$ cat config.mk
export PLATFORM = sky130hd
export DESIGN_NAME = ifu_fetch_flat
export DESIGN_NICKNAME = d
export VERILOG_FILES = /design/src/rtl/ifu_fetch_pkg.sv /design/src/rtl/ifu_fetch_if.sv /design/src/rtl/ifu_fetch_pc_reg.sv /design/src/rtl/ifu_fetch.sv /design/src/flat_wrapper.sv
export SDC_FILE = /design/constraint.sdc
export NUM_CORES = 1
export LEC_CHECK = 0
export ABC_AREA = 1
export CAP_MARGIN = 20
export CORE_UTILIZATION = 42
export CTS_CLUSTER_DIAMETER = 100
export DETAILED_ROUTE_END_ITERATION = 10
export PLACE_DENSITY = 0.89
export SLEW_MARGIN = 40
export SYNTH_ARGS = -nofsm -noshare
export SYNTH_HDL_FRONTEND = slang
export SYNTH_HIERARCHICAL = 1
export SYNTH_SLANG_ARGS = --single-unit
$ cat constraint.sdc
create_clock -name clk -period 2.8 [get_ports clk]
set_input_delay 0.84 -clock clk [delete_from_list [all_inputs] [get_ports clk]]
set_output_delay 0.84 -clock clk [all_outputs]
set_load 0.1 [all_outputs]
$ cat src/rtl/ifu_fetch_pkg.sv
// Shared types and constants for the instruction fetch unit: stage vector
// encoding, fetch FSM states, reset PC and the NOP instruction word.
package ifu_fetch_pkg;

  localparam int STATE_W = 5;

  typedef logic [STATE_W-1:0] state_bus_t;

  localparam state_bus_t IF_STATE  = 5'b00001;
  localparam state_bus_t ID_STATE  = 5'b00010;
  localparam state_bus_t EX_STATE  = 5'b00100;
  localparam state_bus_t MEM_STATE = 5'b01000;
  localparam state_bus_t WB_STATE  = 5'b10000;

  localparam logic [31:0] NOP_INST = 32'h0000_0013;
  localparam logic [31:0] RST_PC   = 32'h0000_0000;

  typedef enum logic [1:0] {
    FSM_IDLE = 2'd0,
    FSM_REQ  = 2'd1,
    FSM_WAIT = 2'd2
  } fetch_fsm_e;

endpackage

$ cat src/rtl/ifu_fetch_if.sv
// Instruction-memory request/response bundle between the fetch unit
// (master) and instruction memory (slave).
interface ifu_fetch_if #(
  parameter int ADDR_W = 32
) ();

  logic              req_valid;
  logic              req_ready;
  logic [ADDR_W-1:0] req_addr;
  logic              rsp_valid;
  logic [31:0]       rsp_data;

  modport master (
    output req_valid,
    output req_addr,
    input  req_ready,
    input  rsp_valid,
    input  rsp_data
  );

  modport slave (
    input  req_valid,
    input  req_addr,
    output req_ready,
    output rsp_valid,
    output rsp_data
  );

endinterface

$ cat src/rtl/ifu_fetch_pc_reg.sv
// Program counter with a pending redirect target. The pc only moves on the
// WB edge: to the (word-aligned) redirect target if one is pending, else pc+4.
module pc_reg
  import ifu_fetch_pkg::*;
#(
  parameter int                ADDR_W   = 32,
  parameter logic [ADDR_W-1:0] RESET_PC = ADDR_W'(RST_PC)
) (
  input  logic              clk,
  input  logic              rst,
  input  logic              wb_i,
  input  logic              jump_en_i,
  input  logic [ADDR_W-1:0] jump_addr_i,
  output logic [ADDR_W-1:0] pc_o
);

  logic [ADDR_W-1:0] pc_q, pc_d;
  logic [ADDR_W-1:0] tgt_q, tgt_d;
  logic              pend_q, pend_d;

  function automatic logic [ADDR_W-1:0] word_align(input logic [ADDR_W-1:0] a);
    return {a[ADDR_W-1:2], 2'b00};
  endfunction

  // A redirect arriving on the WB edge itself bypasses the pending register.
  always_comb begin
    pc_d   = pc_q;
    tgt_d  = tgt_q;
    pend_d = pend_q;
    if (wb_i) begin
      pend_d = 1'b0;
      if (jump_en_i) begin
        pc_d = word_align(jump_addr_i);
      end else if (pend_q) begin
        pc_d = word_align(tgt_q);
      end else begin
        pc_d = pc_q + ADDR_W'(4);
      end
    end else if (jump_en_i) begin
      pend_d = 1'b1;
      tgt_d  = jump_addr_i;
    end
  end

  always_ff @(posedge clk) begin
    if (rst) begin
      pc_q   <= RESET_PC;
      pend_q <= 1'b0;
    end else begin
      pc_q   <= pc_d;
      pend_q <= pend_d;
    end
  end

  // The target is only meaningful while pend_q is set, so it carries no reset.
  always_ff @(posedge clk) begin
    tgt_q <= tgt_d;
  end

  assign pc_o = pc_q;

endmodule

$ cat src/rtl/ifu_fetch.sv
// Instruction fetch unit: runs one request/response to instruction memory
// per IF stage, latches the word for ID, and holds the sequencer until then.
module ifu_fetch
  import ifu_fetch_pkg::*;
#(
  parameter int                ADDR_W   = 32,
  parameter logic [ADDR_W-1:0] RESET_PC = ADDR_W'(RST_PC)
) (
  input  logic              clk,
  input  logic              rst,
  input  state_bus_t        state,
  input  logic              jump_en,
  input  logic [ADDR_W-1:0] jump_addr,
  output logic              hold,
  ifu_fetch_if.master       imem,
  output logic [ADDR_W-1:0] pc,
  output logic [31:0]       inst,
  output logic              inst_valid
);

  fetch_fsm_e  fsm_q, fsm_d;
  logic [31:0] inst_q, inst_d;
  logic        inst_valid_q, inst_valid_d;
  logic        req_valid;
  logic        rsp_take;
  logic        is_if;

  assign is_if = (state == IF_STATE);

  pc_reg #(
    .ADDR_W   (ADDR_W),
    .RESET_PC (RESET_PC)
  ) u_pc_reg (
    .clk         (clk),
    .rst         (rst),
    .wb_i        (state == WB_STATE),
    .jump_en_i   (jump_en),
    .jump_addr_i (jump_addr),
    .pc_o        (pc)
  );

  always_comb begin
    fsm_d        = fsm_q;
    inst_d       = inst_q;
    inst_valid_d = inst_valid_q;
    req_valid    = 1'b0;
    rsp_take     = 1'b0;
    unique case (fsm_q)
      FSM_IDLE: begin
        if (is_if) begin
          fsm_d        = FSM_REQ;
          inst_valid_d = 1'b0;
        end
      end
      FSM_REQ: begin
        req_valid = 1'b1;
        if (imem.req_ready) fsm_d = FSM_WAIT;
      end
      FSM_WAIT: begin
        // Responses outside WAIT are ignored; only this state consumes one.
        if (imem.rsp_valid) begin
          rsp_take     = 1'b1;
          inst_d       = imem.rsp_data;
          inst_valid_d = 1'b1;
          fsm_d        = FSM_IDLE;
        end
      end
      default: fsm_d = FSM_IDLE;
    endcase
  end

  always_ff @(posedge clk) begin
    if (rst) begin
      fsm_q        <= FSM_IDLE;
      inst_q       <= NOP_INST;
      inst_valid_q <= 1'b0;
    end else begin
      fsm_q        <= fsm_d;
      inst_q       <= inst_d;
      inst_valid_q <= inst_valid_d;
    end
  end

  // Combinational release lets the sequencer leave IF on the latching edge.
  assign hold           = is_if & ~rsp_take;
  assign imem.req_valid = req_valid;
  assign imem.req_addr  = pc;
  assign inst           = inst_q;
  assign inst_valid     = inst_valid_q;

  a_if_while_busy : assert property (
    @(posedge clk) disable iff (rst) (fsm_q != FSM_IDLE) |-> (state == IF_STATE)
  );

endmodule
$ cat src/flat_wrapper.sv
// flat-port wrapper written by rule: the top's interface ports become plain ports
module ifu_fetch_flat import ifu_fetch_pkg::*;
#(
  parameter int                ADDR_W   = 32,
  parameter logic [ADDR_W-1:0] RESET_PC = ADDR_W'(RST_PC)
)
  (clk, rst, state, jump_en, jump_addr, hold, pc, inst, inst_valid, imem_req_valid, imem_req_addr, imem_req_ready, imem_rsp_valid, imem_rsp_data);
  ifu_fetch_if #(.ADDR_W(ADDR_W)) imem_i ();
  input  logic clk;
  input  logic rst;
  input  state_bus_t state;
  input  logic jump_en;
  input  logic [ADDR_W-1:0] jump_addr;
  output logic hold;
  output logic [ADDR_W-1:0] pc;
  output logic [31:0] inst;
  output logic inst_valid;
  output wire logic [$bits(imem_i.req_valid)-1:0] imem_req_valid;
  output wire logic [$bits(imem_i.req_addr)-1:0] imem_req_addr;
  input wire logic [$bits(imem_i.req_ready)-1:0] imem_req_ready;
  input wire logic [$bits(imem_i.rsp_valid)-1:0] imem_rsp_valid;
  input wire logic [$bits(imem_i.rsp_data)-1:0] imem_rsp_data;
  assign imem_req_valid = imem_i.req_valid;
  assign imem_req_addr = imem_i.req_addr;
  assign imem_i.req_ready = imem_req_ready;
  assign imem_i.rsp_valid = imem_rsp_valid;
  assign imem_i.rsp_data = imem_rsp_data;
  ifu_fetch #(.ADDR_W(ADDR_W), .RESET_PC(RESET_PC)) u_core (.clk(clk), .rst(rst), .state(state), .jump_en(jump_en), .jump_addr(jump_addr), .hold(hold), .imem(imem_i), .pc(pc), .inst(inst), .inst_valid(inst_valid));
endmodule
run_1/registers.png
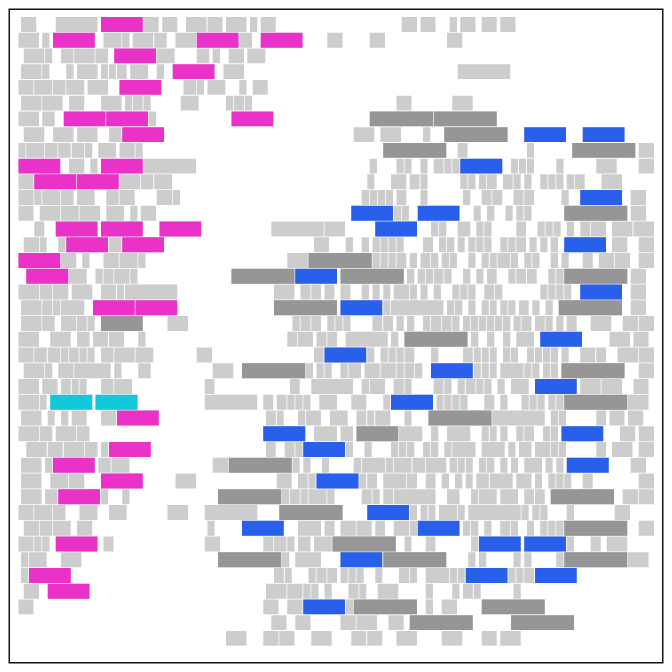
- blue: u_core/u_pc_reg/pc_o (sequential cells 30)
- cyan: u_core/fsm_q (sequential cells 2)
- magenta: u_core/inst (sequential cells 32; where a vertical strip on the left)

run_1/pins.png
Pins as bars across the die edge, other pins in grey.
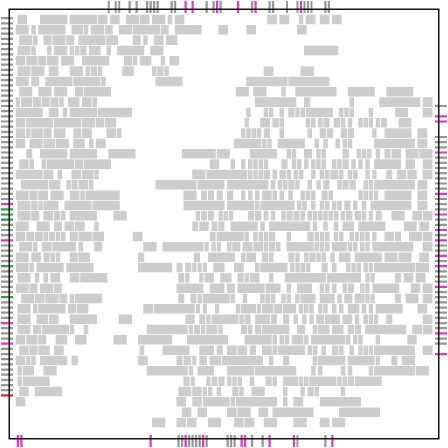
- green: state (pins 5; direction input; edge left)
- red: clk (pins 1; direction input; edge left)
- magenta: jump_addr (pins 32; direction input; edge 12 right, 10 bottom, 6 top, 4 left)

run_1/met4.png
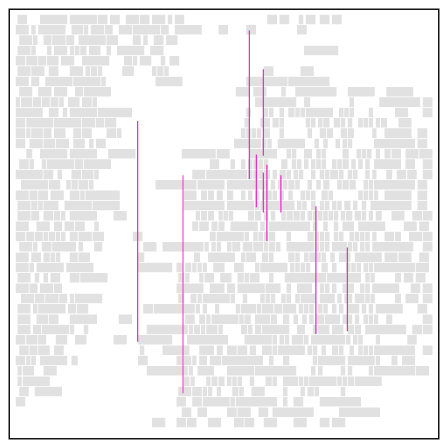
- share of all routed wire: 2.1%
- wire length on this layer: 284 µm

run 1: power breakdown:
part           leakage (nW)  total [mW]  internal (mW)  switching [mW]
registers             0.825        1.51           1.48          0.0236
logic                  1.84       0.409          0.150           0.259
clock network         0.124        1.11          0.597           0.513
run 1: per-stage QoR:
stage | TNS [ns] | power (mW) | cell area, µm²
global placement | 0 | 1.94 | 6460
CTS | 0 | 3.06 | 6720
detailed placement | -0.0103 | 1.95 | 6460
floorplan | 0 | 1.78 | 5150
finish | 0 | 3.03 | 6730
global route | -0.0212 | 3.15 | 6730
run 1: state kept, by name, indices dropped and copies added, names as in the netlist:
signal / flops
u_core/fsm_q: 2
u_core/inst: 32
u_core/inst_valid: 1
u_core/u_pc_reg/pc_o: 30
u_core/u_pc_reg/pend_q: 1
u_core/u_pc_reg/tgt_q: 30
==> results.txt, run 1 <==
run results: status complete, no violations, area occupied by multi-input gates roughly 2400 µm², Final HPWL DP 9790 µm, top_reg_cell synth dfxtp_1, Largest area class, layout multi-input combinational cells, placed cell count about 940, CP Data Arrival Time roughly 1.9 ns, ys async rst share 0%, Total GRT Usage 21.9%, clock period minus worst slack 2.77 ns, met1 WL between 5000 and 6000 µm, Antenna Cells 0, Mean Syn Cell Area 7.62 µm², XOR/XNOR Fraction of Synth Area 1.87%, largest net degree at the start of global routing 35, GR Util met1 roughly a quarter, Synth Cell Area just over 5000 µm², num ports about 170, yosys stat cell total 675, FF-to-FF path depth 10, H-tree Lvls 3, yosys warns 6, Final ANT Viol Nets 0, Non-clock buffering overhead around a quarter, gp weighted congestion 0.877, drt total wl 13,400 µm, top cells by area dfxtp_1 26%, edfxtp_1 18%, nand2_1 15%, Layout Nets 882, CP max stage cell clkdlybuf4s50_1, Hold Crit Class register to register, first-pass GRT wire length 21,700 µm, CTS max path bufs 2, clk_skew 0.00326 ns, crit path capture hold, fin util 56.3%, aoi share 10.4%, layout cells sized above 1 24.4%, CORE AREA 12,000 µm², I/O Buffers approximately 170, most used routing layer met2, most common logic cell in the routed design nand2_1, synth-to-layout area growth 30.9%, yosys stat area 5140 µm², max cap viols 0, Congestion Overflow GR 0, DR iter-0 viols 289, Critical path buffers and inverters 3, Clock Buffer Count 12, Post-synth top cells 211 x nand2_1, 89 x nor2_1, 66 x dfxtp_1, unique cell type count in the Yosys netlist 37, Die ar. 12,700 µm², post-synthesis simple-gate area fraction between 30% and 40%, Die Width between 100 and 150 µm, Post-synth EDFFs 30, CTS buffer count 9, Layout Cells excl Fill 959, Syn Inst Count 675, Yosys top cell by area dfxtp_1, top cell family by delay on the critical path buffers and inverters, Area leader share 25.7%, CP startpoint kind input pin, post-CTS sizing 1, worst skew pair latency 0.34 ns, DRC Markers 0, Comb gates between 400 and 500, cts hold-fix bufs 0, final setup fails 0, DR pass1 iterations 5, sequential cell area around 2200 µm², Max IR drop VDD between 0.2 and 0.3 mV, DR top layer met4, num rows 40, Top logic family simple AND/OR/NAND/NOR gates, most instantiated logic cells after routing 211 x nand2_1, 105 x buf_4, 85 x nor2_1, 70 x clkdlybuf4s50_1, 66 x dfxtp_1, RR Endpoint u_core/u_pc_reg/pc_o[20], Final Max Tran Viols 0, crit-path cells clkdlybuf4s50_1 > inv_1 > nor2_2 > nand3_2 > nor2_4 > buf_12, Flop Count 96, Non-CTS buffers 180, Clock-cell share 3.83%, logic share of the area 35.1%, vias in the first global route 4,516, initial antenna violation count 0, worst setup path startpoint state[0], CTS tree built, Worst EP required 1.96 ns, register bit count reported by yosys 96, WP depth 6, Starting Density 43.0%, # clock sinks about 96, final worst path period share 98.8%, Max Fclk 361 MHz, Max stage delay on crit path 0.46 ns, via count 4,789, routed length on met2 6470 µm, met3 Use GR 6.26%, hold path depth 2, Seq share, synth 43.2%, hold_ws around 0.47 ns, Worst-path clk slew 0.06 ns, Cell Pwr Density 450 nW/µm², max_slew headroom 60.9%, metal3 WL 1270 µm, Routed WL per cell 14.0 µm, most common cell in the netlist nand2_1, Lkg Pwr 2.79 nW, Worst setup EP type output pin, average vias per placed instance ~5.0, Die H 113 µm, flop share of the area 33.0%, n_taps 147, largest fanout on the critical path 2, worst setup margin 0.0337 ns, Setup Fix Bufs, Post-CTS 0, post-synthesis mux area share 0%, R2R Setup Slk approximately 1 ns
--- run 2 (diff from run 1) ---
--- a/config.mk
+++ b/config.mk
@@ -7,10 +7,13 @@
 export LEC_CHECK = 0
 export ABC_AREA = 1
 export CAP_MARGIN = 20
-export CORE_UTILIZATION = 42
+export CORE_ASPECT_RATIO = 1.2
+export CORE_UTILIZATION = 43
+export CTS_BUF_LIST = sky130_fd_sc_hd__clkbuf_4
 export CTS_CLUSTER_DIAMETER = 100
 export DETAILED_ROUTE_END_ITERATION = 10
-export PLACE_DENSITY = 0.89
+export MAX_ROUTING_LAYER = met4
+export PLACE_DENSITY = 0.9
 export SLEW_MARGIN = 40
 export SYNTH_ARGS = -nofsm -noshare
 export SYNTH_HDL_FRONTEND = slang
run_2/pins.png
Pins as bars across the die edge, other pins in grey.
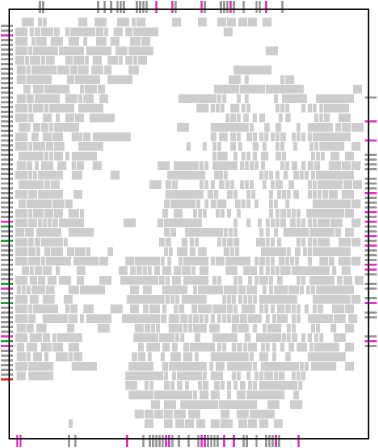
I/O Buffers: 166
Die Width: 102 µm
Die H: 122 µm

run_2/met4.png
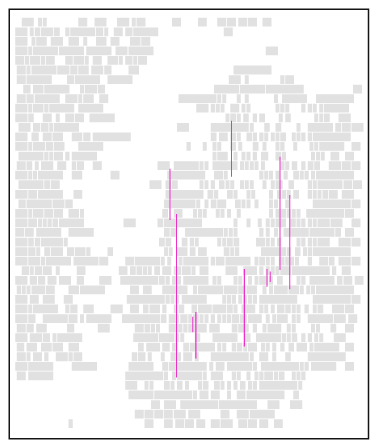
- longest straight run: 46.2 µm
- main direction: vertical
- share of all routed wire: 1.4%
- nets with wire on the layer: 8
- wire length on this layer: 181 µm

==> results.txt, run 2 <==
run results: DR iter-0 viols 260, RR Startpoint u_core/u_pc_reg/pc_o[3], Congestion Overflow GR 0, setup TNS 0 ns, yosys stat area 5140 µm², WP depth 6, Logic pwr share 14.8%, CTS buffer count 9, CTS tree built, register bit count reported by yosys around 96, CP max stage cell clkdlybuf4s50_1, most used routing layer met2, flop share of the area about a third, vias in the first global route 4,535, worst setup path startpoint state[0], count of non-CTS inverters in the layout 34, Antenna Cells 0, first-pass GRT wire length 21,100 µm, CORE AREA 11,600 µm², crit path capture hold, # clock sinks 96, Non-clock buffering overhead 23.5%, DR pass1 iterations 6, hold path depth 2, worst setup margin 0.0673 ns, Syn Inst Count 675, top cells by area dfxtp_1 26%, edfxtp_1 18%, nand2_1 15%, Comb gates 486, placed cell count 953, Max Fclk 366 MHz, fin util 57.1%, average vias per placed instance between 4 and 5, Area leader share between 20% and 30%, via count 4,769, clock period minus worst slack about 2.7 ns, final setup fails 0, routed length on met2 6720 µm, FF-to-FF path depth 10, Worst setup EP type output pin, gp weighted congestion 0.961, Seq share, synth 43.2%, layout cells sized above 1 24.9%, Flop Count 96, Setup Fix Bufs, Post-CTS 0, DR top layer met4, hold_ws approximately 0.49 ns, Layout Nets 882, final worst path period share 97.6%, Lkg Pwr 2.75 nW, Layout Cells excl Fill 969, cts hold-fix bufs 0, met1 WL roughly 5300 µm, Routed WL per cell between 10 and 15 µm, Worst-path clk slew 0.14 ns, most instantiated logic cells after routing 211 x nand2_1, 106 x buf_4, 85 x nor2_1, 70 x clkdlybuf4s50_1, 66 x dfxtp_1, met3 Use GR 4.99%, Synth Cell Area 5140 µm², pre-CTS setup slack 0.00712 ns, Largest area class, layout multi-input combinational cells, Total GRT Usage 22.7%, Final HPWL DP 9670 µm, area occupied by multi-input gates between 2000 and 2500 µm², max_slew headroom 49.8%, ys async rst share 0%, CP startpoint kind input pin, Hold Crit Class register to register, synth-to-layout area growth 29.0%, Final ANT Viol Nets 0, Post-synth top cells 211 x nand2_1, 89 x nor2_1, 66 x dfxtp_1, Clock Buffer Count 10, initial antenna violation count 0, Post-synth EDFFs 30, most common cell in the netlist nand2_1, Worst EP required 1.96 ns, largest fanout on the critical path 2, Max IR drop VDD 0.277 mV, Starting Density 44.3%, yosys stat cell total roughly 680, crit-path cells clkdlybuf4s50_1 > inv_1 > nor2_2 > nand3_2 > nor2_4 > buf_12, yosys warns 6, largest net degree at the start of global routing 35, metal3 WL 1120 µm, most common logic cell in the routed design nand2_1, Cell Pwr Density 412 nW/µm², number of fill cells in the layout 1,041, R2R Setup Slk 1.01 ns, max cap viols 0, Final Hold Viols 0, top_reg_cell synth dfxtp_1, status complete, no violations, RR Endpoint u_core/u_pc_reg/pc_o[22], Finished Cell Area 6640 µm², H-tree Lvls 3, Max stage delay on crit path approximately 0.45 ns, Die ar. 12,400 µm², Net Sw Frac 26.8%, Final Max Tran Viols 0, GR Util met1 25.9%, CTS max path bufs 2, Power Total 2.74 mW, Critical path buffers and inverters 3, Psw 734 µW, DRC Markers 0, area post-placement about 6500 µm², Mean Syn Cell Area about 7.6 µm², max FFs per register 32, Flop pwr share between 50% and 60%, n_taps 157, Clock power frac 30.2%, post-CTS sizing 0, CP Data Arrival Time roughly 1.9 ns, Clock-cell share 2.39%, unique cell type count in the Yosys netlist 37, num ports ~170, Non-CTS buffers 180, logic share of the area 35.7%, num rows 43, drt total wl 13,300 µm, top cell family by delay on the critical path buffers and inverters, sequential cell area 2220 µm², clk_skew about 0.014 ns, Yosys top cell by area dfxtp_1, Pint 2.00 mW, worst skew pair latency 0.44 ns
run_2/clock_map.png
Bar = 20 µm.
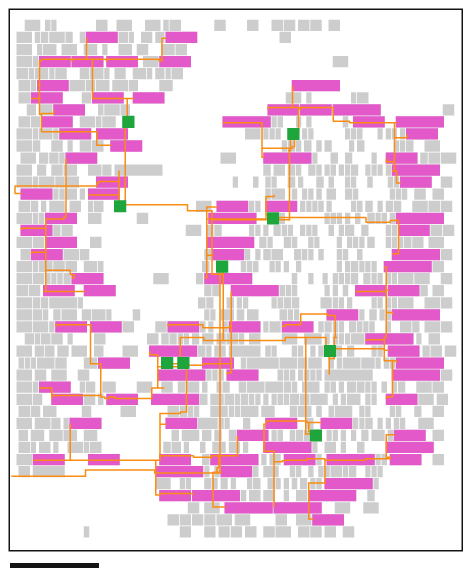
- orange: clock wires (length 1,100 µm)
- green: cells driving clock nets (count 9)
- magenta: flip-flops (count 96)
- routed clock nets: 10
- flops lie: widely spread

==> run 2: cell counts after synthesis <==
Identical to the previous run, type by type.
==> run 2: power by group through the flow <==
stage	registers, mW	logic, mW	clock network (mW)
final	1.51	0.404	0.825
after global routing	1.51	0.429	0.916
after CTS	1.51	0.403	0.844
after detailed placement	1.54	0.402	0
after global placement	1.54	0.397	0
after floorplan	1.58	0.197	0
==> run 2: logic make-up after synthesis <==
group                    Yosys count  synth area share [%]
AND/OR/NAND/NOR                  387                  33.0
flip-flops                        96                  43.2
buffers and inverters             94                  11.2
AND-OR/OR-AND                     85                  10.4
XOR/XNOR                          11                  1.87
adder cells (fa/ha/maj)            1                 0.243
other                              1                0.0729
--- run 3 (diff from run 2) ---
--- a/config.mk
+++ b/config.mk
@@ -8,12 +8,12 @@
 export ABC_AREA = 1
 export CAP_MARGIN = 20
 export CORE_ASPECT_RATIO = 1.2
-export CORE_UTILIZATION = 43
+export CORE_UTILIZATION = 48
 export CTS_BUF_LIST = sky130_fd_sc_hd__clkbuf_4
 export CTS_CLUSTER_DIAMETER = 100
 export DETAILED_ROUTE_END_ITERATION = 10
 export MAX_ROUTING_LAYER = met4
-export PLACE_DENSITY = 0.9
+export PLACE_DENSITY = 0.95
 export SLEW_MARGIN = 40
 export SYNTH_ARGS = -nofsm -noshare
 export SYNTH_HDL_FRONTEND = slang
==> constraint.sdc (replaced) <==
create_clock -name clk -period 2.7 [get_ports clk]
set_input_delay 0.81 -clock clk [delete_from_list [all_inputs] [get_ports clk]]
set_output_delay 0.81 -clock clk [all_outputs]
set_load 0.1 [all_outputs]
run_3/registers.png
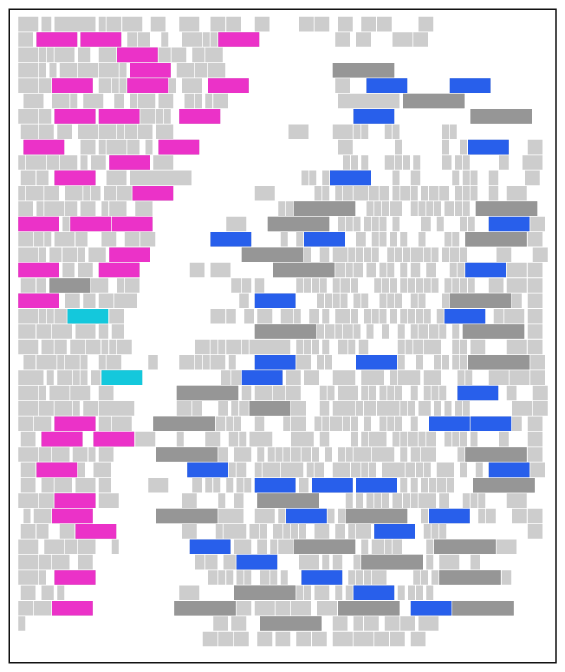
- magenta: u_core/inst (sequential cells 32; where a vertical strip on the left)
- cyan: u_core/fsm_q (sequential cells 2)
- blue: u_core/u_pc_reg/pc_o (sequential cells 30)
- not coloured: 32

run_3/clock_map.png
Bar = 20 µm.
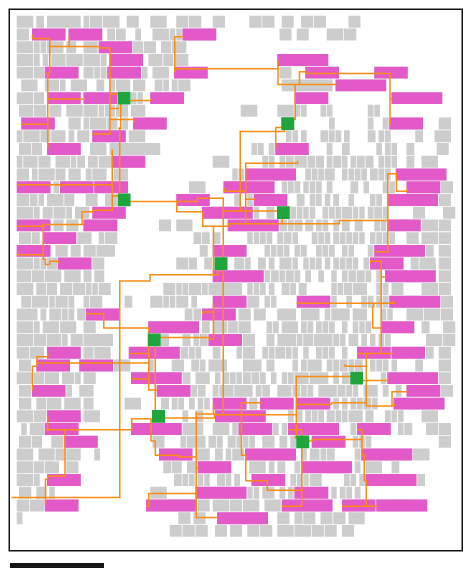
- magenta: flip-flops (count 96)
- green: cells driving clock nets (count 9)
- orange: clock wires (length 1,120 µm)
- flops lie: widely spread

==> results.txt, run 3 <==
run results: drt total wl 13,400 µm, Mean Syn Cell Area 7.62 µm², WP depth 5, Worst EP required about 1.9 ns, Final Max Tran Viols 0, Yosys top cell by area dfxtp_1, Post-synth EDFFs 30, Setup Fix Bufs, Post-CTS 7, yosys warns 6, Hold Crit Class register to register, post-synthesis simple-gate area fraction 33.0%, unique cell type count in the Yosys netlist 37, yosys stat cell total 675, n_taps 129, CTS tree built, first-pass GRT wire length 20,700 µm, Non-CTS buffers 189, CTS buffer count 9, post-CTS sizing 2, fin util between 60% and 70%, I/O Buffers 166, area occupied by multi-input gates between 2000 and 2500 µm², Final HPWL DP 9580 µm, DRC Markers 0, Starting Density 49.1%, Worst-path clk slew 0.14 ns, synth-to-layout area growth 29.4%, Syn Inst Count 675, layout cells sized above 1 roughly a quarter, Logic pwr share 15.0%, CP startpoint kind input pin, logic share of the area 35.5%, XOR/XNOR Fraction of Synth Area 1.87%, worst setup path startpoint state[3], count of non-CTS inverters in the layout 34, via count 4,832, Max stage delay on crit path 0.43 ns, vias in the first global route 4,539, Max IR drop VDD 0.248 mV, clock period minus worst slack approximately 2.7 ns, Area leader share 25.7%, flop share of the area 33.4%, Power Total 2.86 mW, Die ar. between 10,000 and 15,000 µm², DR iter-0 viols 204, Clock-cell share 2.39%, num ports roughly 170, top cells by area dfxtp_1 26%, edfxtp_1 18%, nand2_1 15%, Cell Pwr Density 430 nW/µm², RR Startpoint u_core/u_pc_reg/pc_o[3], Synth Cell Area approximately 5100 µm², Antenna Cells 0, worst skew pair latency 0.46 ns, aoi share 10.4%, status complete, no violations, Finished Cell Area 6660 µm², final worst path period share roughly 98%, gp weighted congestion 0.911, Die Width 96.5 µm, Psw 760 µW, Lkg Pwr 2.80 nW, Congestion Overflow GR 0
run_3/met4.png
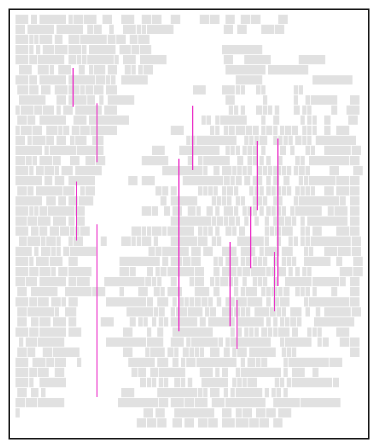
- share of all routed wire: 2.1%
- nets with wire on the layer: 9
- longest straight run: 46.2 µm
- main direction: vertical

==> run 3: cell count changes in the layout (fill, tap and decap cells not counted), sizes merged <==
cell	before	now
buf	110	119
clkbuf	10	12
clkdlybuf4s50	70	68
clkinv	4	2
dlygate4sd2	0	1
dlymetal6s2s	0	1
==> run 3: worst register-to-register path: cells and delay by family, from the launching register on <==
family                     cells  cell delay [ns]
adders and majority gates      1             0.26
and+or+nand+nor                8             0.89
AOI/OAI and AO/OA              1             0.06
DFF                            1             0.50
==> run 3: cell families after synthesis <==
group,after synthesis
AND-OR/OR-AND,85
AND/OR/NAND/NOR,387
buffers and inverters,94
XOR/XNOR,11
adder cells (fa/ha/maj),1
other,1
flip-flops,96
No activity file was given, so power comes from the tool's default toggle rates.
